run_1/met1.png
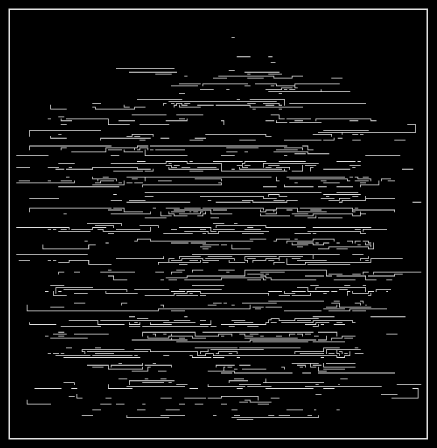
run_1/met2.png
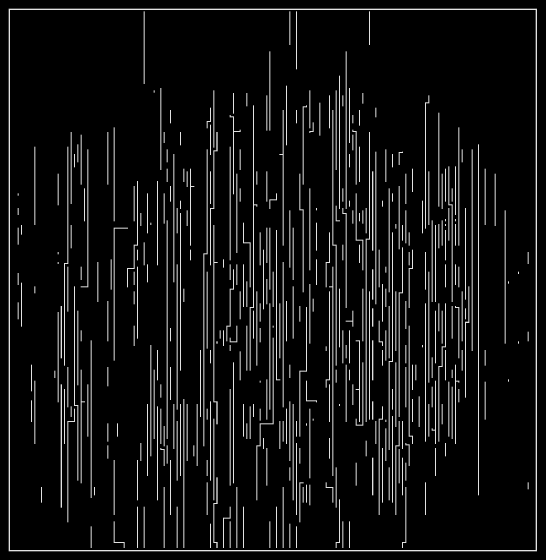
run_1/met3.png
The bar under the picture is 20 um long. Cells faint in the background.
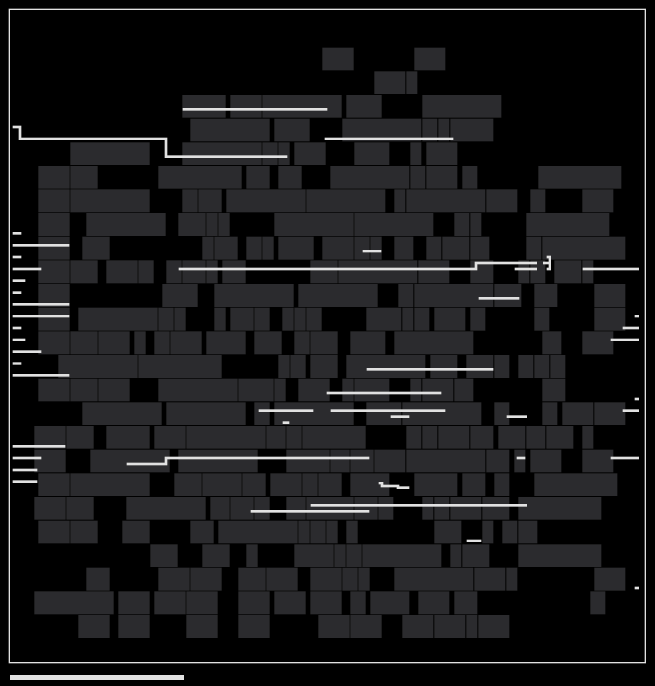
==> config.mk <==
export PLATFORM = sky130hd
export DESIGN_NAME = fetch_seq
export DESIGN_NICKNAME = d
export VERILOG_FILES = /design/src/rtl/pic_pkg.sv /design/src/rtl/call_stack.sv /design/src/rtl/fetch_seq.sv
export SDC_FILE = /design/constraint.sdc
export NUM_CORES = 1
export LEC_CHECK = 0
export CORE_AREA = 2 2 71 73
export DETAILED_ROUTE_END_ITERATION = 8
export DIE_AREA = 0 0 73 75
export PLACE_DENSITY = 0.83
export SKIP_LAST_GASP = 1
export SYNTH_ARGS = -nofsm -noshare
export SYNTH_HDL_FRONTEND = slang
export SYNTH_SLANG_ARGS = --single-unit
==> constraint.sdc <==
create_clock -name clk -period 2.5 [get_ports clk]
set_clock_uncertainty 0.1 [all_clocks]
set_input_delay 0.25 -clock clk [delete_from_list [all_inputs] [get_ports clk]]
set_output_delay 0.25 -clock clk [all_outputs]
set_load 0.03 [all_outputs]
==> results.tsv, run 1 <==
stage	metric	value	unit
run_status	outcome	finished clean	
timing	period_minus_slack	2.09	ns
synthesis	ys_ff	45	
synthesis	ff_type	dfrtp_1	
floorplanning	rows	25	
layout	fill_cells	384	
floorplanning	die_h	75	um
layout	drive_gt1_share	13.9	%
clock_network	clockRootBuffer	clkbuf_8	
worst_hold_path	hp-class	in -> async	
clock_network	clk-insertion-delay-late	0.31	ns
synthesis	synth_area	0.00230	mm2
floorplanning	fp-utilization	49.4	%
grt	grt_usage	23.2	%
setup_path	slowest_stage	clkdlybuf4s50_1	
timing	finalSetupTns	0	ns
layout	nets	303	
grt	antenna_found_initial	0	
setup_path	end_kind	output port	
setup_path	worstPathCellList	buf_4, clkdlybuf4s50_1	
grt	first_global_vias	1876	
route	antenna_left	0	
timing	setup_viol	0	
timing	setup_slack	0.413	ns
grt	grt_pass1_wl	9.34	mm
clock_network	cts_num_sinks	45	
place	gp_routability_congestion	0.832	
setup_path	cp_num_cells	2	
synthesis	synth-edff-count	0	
clock_network	post_cts_buffers	0	
route	drc	0	
setup_path	criticalPathCategory	reg -> out	
flow_run	tool_warnings	28	
synthesis	synth_cell_types	42	
clock_network	htreeDepth	2	
-- met1.png (at the start) --
nets with wire on the layer: 264
main direction: horizontal
GRT met1 Usage: 30.7%
final WL: 5.73 mm
vias after detailed routing: 1905

-- met2.png (at the start) --
main direction: vertical
wire length on this layer: 2760 um
nets with wire on the layer: 254
share of all routed wire: 48%
longest straight run: 48.6 um
routing usage on met2: 36.1%

-- met3.png (at the start) --
longest straight run: 34.0 um
wire length on this layer: 306 um
main direction: horizontal
share of all routed wire: 5.4%
met3 Use GR: 6.83%

## run 1: layout by cell type (no fill, tap or decap), types with 2 or more instances in the layout
cell type | Yosys | final
a21boi_0 | 3 | 3
a21o_1 | 5 | 5
a21oi_1 | 6 | 6
a221oi_1 | 2 | 2
a22o_1 | 13 | 13
a2bb2oi_1 | 2 | 2
a31oi_1 | 2 | 2
a32o_1 | 2 | 2
buf_4 | 0 | 9
clkbuf_8 | 0 | 5
clkdlybuf4s50_1 | 0 | 50
clkinv_2 | 0 | 2
dfrtp_1 | 37 | 37
dfstp_2 | 8 | 8
ha_1 | 4 | 4
inv_1 | 9 | 9
mux2_2 | 10 | 10
mux2i_1 | 11 | 11
nand2_1 | 17 | 17
nand3_1 | 7 | 7
nand4_1 | 2 | 2
nor2_1 | 10 | 10
nor3_1 | 5 | 5
o211ai_1 | 3 | 3
o21ai_0 | 24 | 24
o221ai_1 | 2 | 2
or3_1 | 2 | 2
xnor2_1 | 4 | 4
## run 1: kinds of logic after synthesis
group	synth area share, %
AOI/OAI and AO/OA	20.3
xor gates and xnor gates	1.90
adders and majority gates	2.61
buffers and inverters	4.13
DFF	49.4
muxes	9.68
and+or+nand+nor	12.0
## run 1: through the flow
stage	utilization, %	cells	power, mW	hold slack (ns)	area, um2
finish	63.8	328	3.31	0.332	2970
global route	63.8	328	3.50	0.380	2970
CTS	63.8	328	3.33	0.349	2970
detailed placement	61.8	319	2.88	0.145	2880
global placement	61.8	319	2.84	0.143	2880
floorplan	-	219	2.19	-0.146	2300
## run 1: cell type report
class,count,area [um2],area share [%]
Clock buffer,6,72.6,2.44
Clock inverter,2,10.0,0.337
Multi-Input combinational cell,151,1070,36.0
Tap cell,54,67.6,2.27
Timing Repair Buffer,61,583,19.6
Inverter,9,33.8,1.14
Sequential cell,45,1140,38.2
## run 1: power breakdown
group / internal, mW / leakage [nW] / switching [mW] / total [mW]
Combinational: 0.710 / 0.683 / 0.893 / 1.60
Sequential: 0.968 / 0.585 / 0.307 / 1.28
Clock: 0.194 / 0.0450 / 0.242 / 0.436
## run 1: routing by layer
layer	up-vias	part of all wire (%)	track usage [%]
li1	905	-	-
met1	926	45	30.7
met2	65	48	36.1
met3	9	5.3	6.83
met4	0	1.7	8.85
met5	-	0	0
## run 1: timing repair
action / 4_1_cts / 5_1_grt
hold buffers: 1 / 0
hold endpoints to repair: 15 / 0
resized: 0 / 0
run_1/final_congestion.png
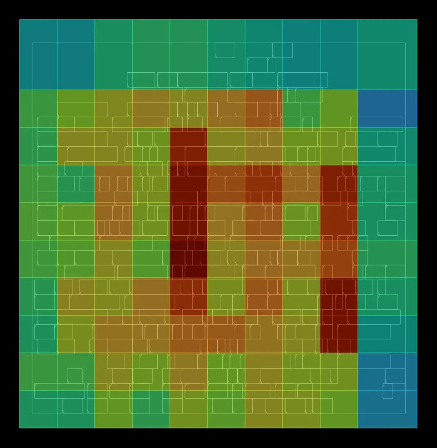

==> run 1 -> run 2 <==
--- a/config.mk
+++ b/config.mk
@@ -5,10 +5,10 @@
 export SDC_FILE = /design/constraint.sdc
 export NUM_CORES = 1
 export LEC_CHECK = 0
-export CORE_AREA = 2 2 71 73
+export CORE_AREA = 2 2 75 77
 export DETAILED_ROUTE_END_ITERATION = 8
-export DIE_AREA = 0 0 73 75
-export PLACE_DENSITY = 0.83
+export DIE_AREA = 0 0 77 79
+export PLACE_DENSITY = 0.79
 export SKIP_LAST_GASP = 1
 export SYNTH_ARGS = -nofsm -noshare
 export SYNTH_HDL_FRONTEND = slang
==> constraint.sdc (replaced) <==
create_clock -name clk -period 1.9 [get_ports clk]
set_clock_uncertainty 0.1 [all_clocks]
set_input_delay 0.19 -clock clk [delete_from_list [all_inputs] [get_ports clk]]
set_output_delay 0.19 -clock clk [all_outputs]
set_load 0.03 [all_outputs]
run_2/final_congestion.png
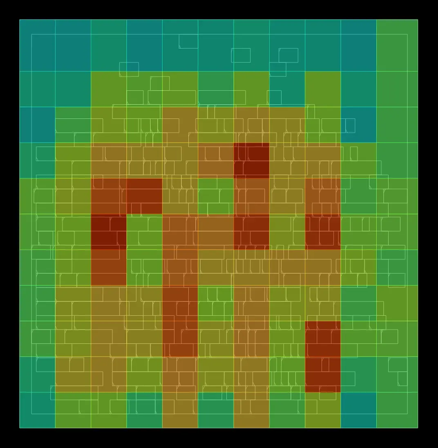
Avg WL per Cell: 16.5 um
final core utilization: 58.1%
Most Crowded Layer GR: met2

run_2/met2.png
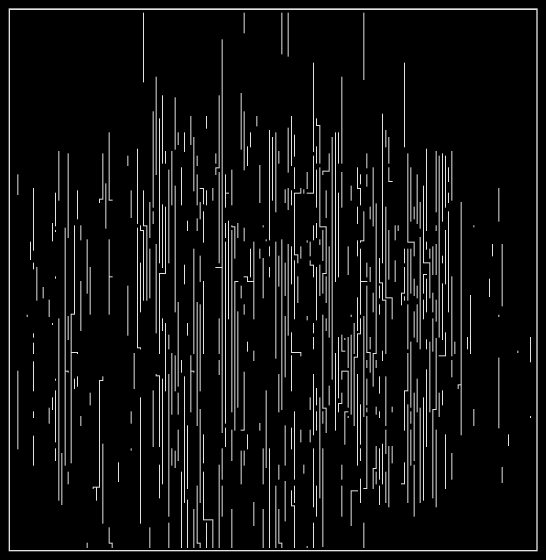
longest straight run: 57.5 um
nets with wire on the layer: 266
vias after detailed routing: 1926
routing usage on met2: 33.2%
final WL: 5.82 mm

==> run 2 against run 1 <==
Net effect:
- global-route usage decreased by 2.5 points
- die size increased by 11%
- synthesized area unchanged
- final cell count increased by 7.6%
- core utilization decreased by 5.7 points
- sequential share of layout area decreased by 1.5 points
- combinational power increased by 37%
- critical path depth decreased by 1
- routed wire length increased by 1.6%
- via count increased by 1.1%
- final area increased by 4.4%
- worst setup slack got worse by 0.36 ns
- largest cell class unchanged
- largest power group unchanged
==> results.tsv, run 2 <==
stage	metric	value	unit
layout	antenna-diode-count	0	
clock_network	post_cts_buffers	0	
synthesis	ff_type	dfrtp_1	
synthesis	ys_ff	45	
layout	lay_top_cells	40 x clkdlybuf4s50_1, 34 x dfrtp_1, 24 x o21ai_0	
timing	setup_slack	0.0563	ns
grt	first_global_vias	1942	
synthesis	most_common_cell	dfrtp_1	
clock_network	htreeDepth	2	
route	drc	0	
floorplanning	die_h	79	um
layout	drive_gt1_share	18.1	%
synthesis	synth_cell_types	42	
floorplanning	fp-utilization	43.1	%
run_status	outcome	finished clean	
place	dp.cells	344	
layout	nets	310	
synthesis	synth-edff-count	0	
grt	grt_usage	20.6	%
layout	areaGrowthSynthToFinish	34.9	%
grt	grt_pass1_wl	9.71	mm
setup_path	criticalPathCategory	reg -> out	
synthesis	synth_seq_share	49.4	%
layout	final_common_cell	clkdlybuf4s50_1	
route	wl_met1	2.69	mm
route	met3_length	293	um
clock_network	cts_num_sinks	45	
setup_path	slowest_stage	clkdlybuf4s50_1	
clock_network	cts_made_buffers	5	
setup_path	worstPathCellList	clkdlybuf4s50_1	
setup_path	end_kind	output port	
route	dr.max_layer_used	met4	
layout	fin_cells	353	
flow_run	tool_warnings	29	
route	dr_wl_met2	2.76	mm
timing	timing.hold.ws	0.311	ns
floorplanning	rows	27	
timing	finalSetupTns	0	ns
route	antenna_left	0	
place	postPlaceCellArea	0.00300	mm2
timing	setup_viol	0	
worst_hold_path	hp-class	in -> async	
synthesis	synth_area	0.00230	mm2
power_and_ir_drop	finalPower	4.46	mW
timing	period_minus_slack	1.84	ns
route	drt-initial-drc-count	99	
clock_network	clk-insertion-delay-late	0.31	ns
layout	fill_cells	469	
grt	antenna_found_initial	0	
run_2/met3.png
The bar under the picture is 20 um long. Cells faint in the background.
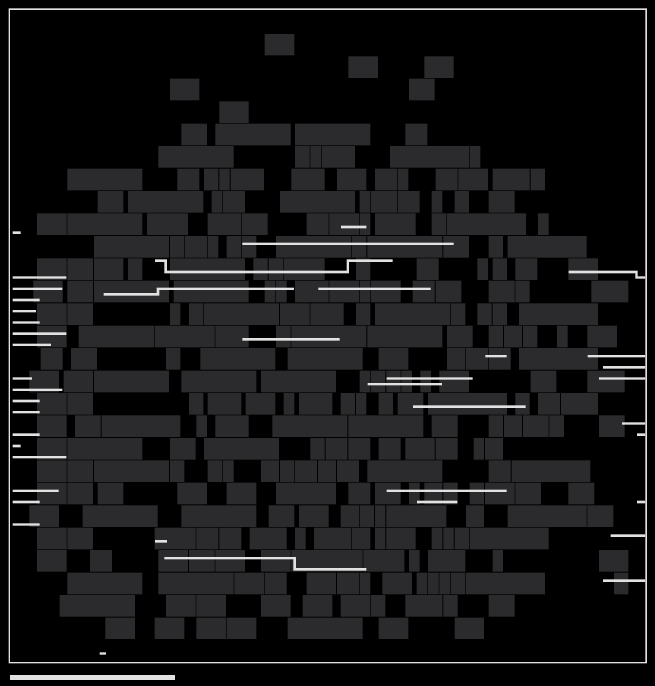
main direction: horizontal
longest straight run: 25.3 um
wire length on this layer: 294 um
met3 Use GR: 4.89%

run 2: cell counts after synthesis:
Identical to the previous run, type by type.
run 2: cell families (layout without fill, tap and decap cells):
| family | count (synthesis) | after routing | synth area share (%) |
|---|---|---|---|
| buffers and inverters | 23 | 85 | 4.13 |
| AOI/OAI and AO/OA | 68 | 68 | 20.3 |
| DFF | 45 | 45 | 49.4 |
| xor gates and xnor gates | 5 | 5 | 1.90 |
| and+or+nand+nor | 52 | 52 | 12.0 |
| adders and majority gates | 5 | 5 | 2.61 |
| muxes | 21 | 21 | 9.68 |
run 2: metal layers:
metal | vias to the layer above | track usage [%]
met5 | - | 0
met4 | 0 | 6.79
met2 | 58 | 33.2
met1 | 942 | 27.7
met3 | 5 | 4.89
li1 | 921 | -
run 2: power by group:
part	switching (mW)	internal (mW)
clock network	0.336	0.254
registers	0.400	1.28
logic	1.21	0.985
total	1.94	2.52
run 2: area by class of cell:
type / count / area [um2] / share of cell area [%]
Clock buffer: 5 / 68.8 / 2.22
Timing Repair Buffer: 68 / 662 / 21.3
Multi-Input combinational cell: 151 / 1090 / 35.2
Clock inverter: 3 / 17.5 / 0.565
Inverter: 9 / 33.8 / 1.09
Tap cell: 72 / 90.1 / 2.90
Sequential cell: 45 / 1140 / 36.7
run 2: timing repair:
item / in CTS / in global routing
hold endpoints to repair: 15 / 0
endpoints found under the setup margin: 6 / 4
hold buffers: 1 / 0
gates resized: 6 / 4
No activity file was given, so power comes from the tool's default toggle rates.
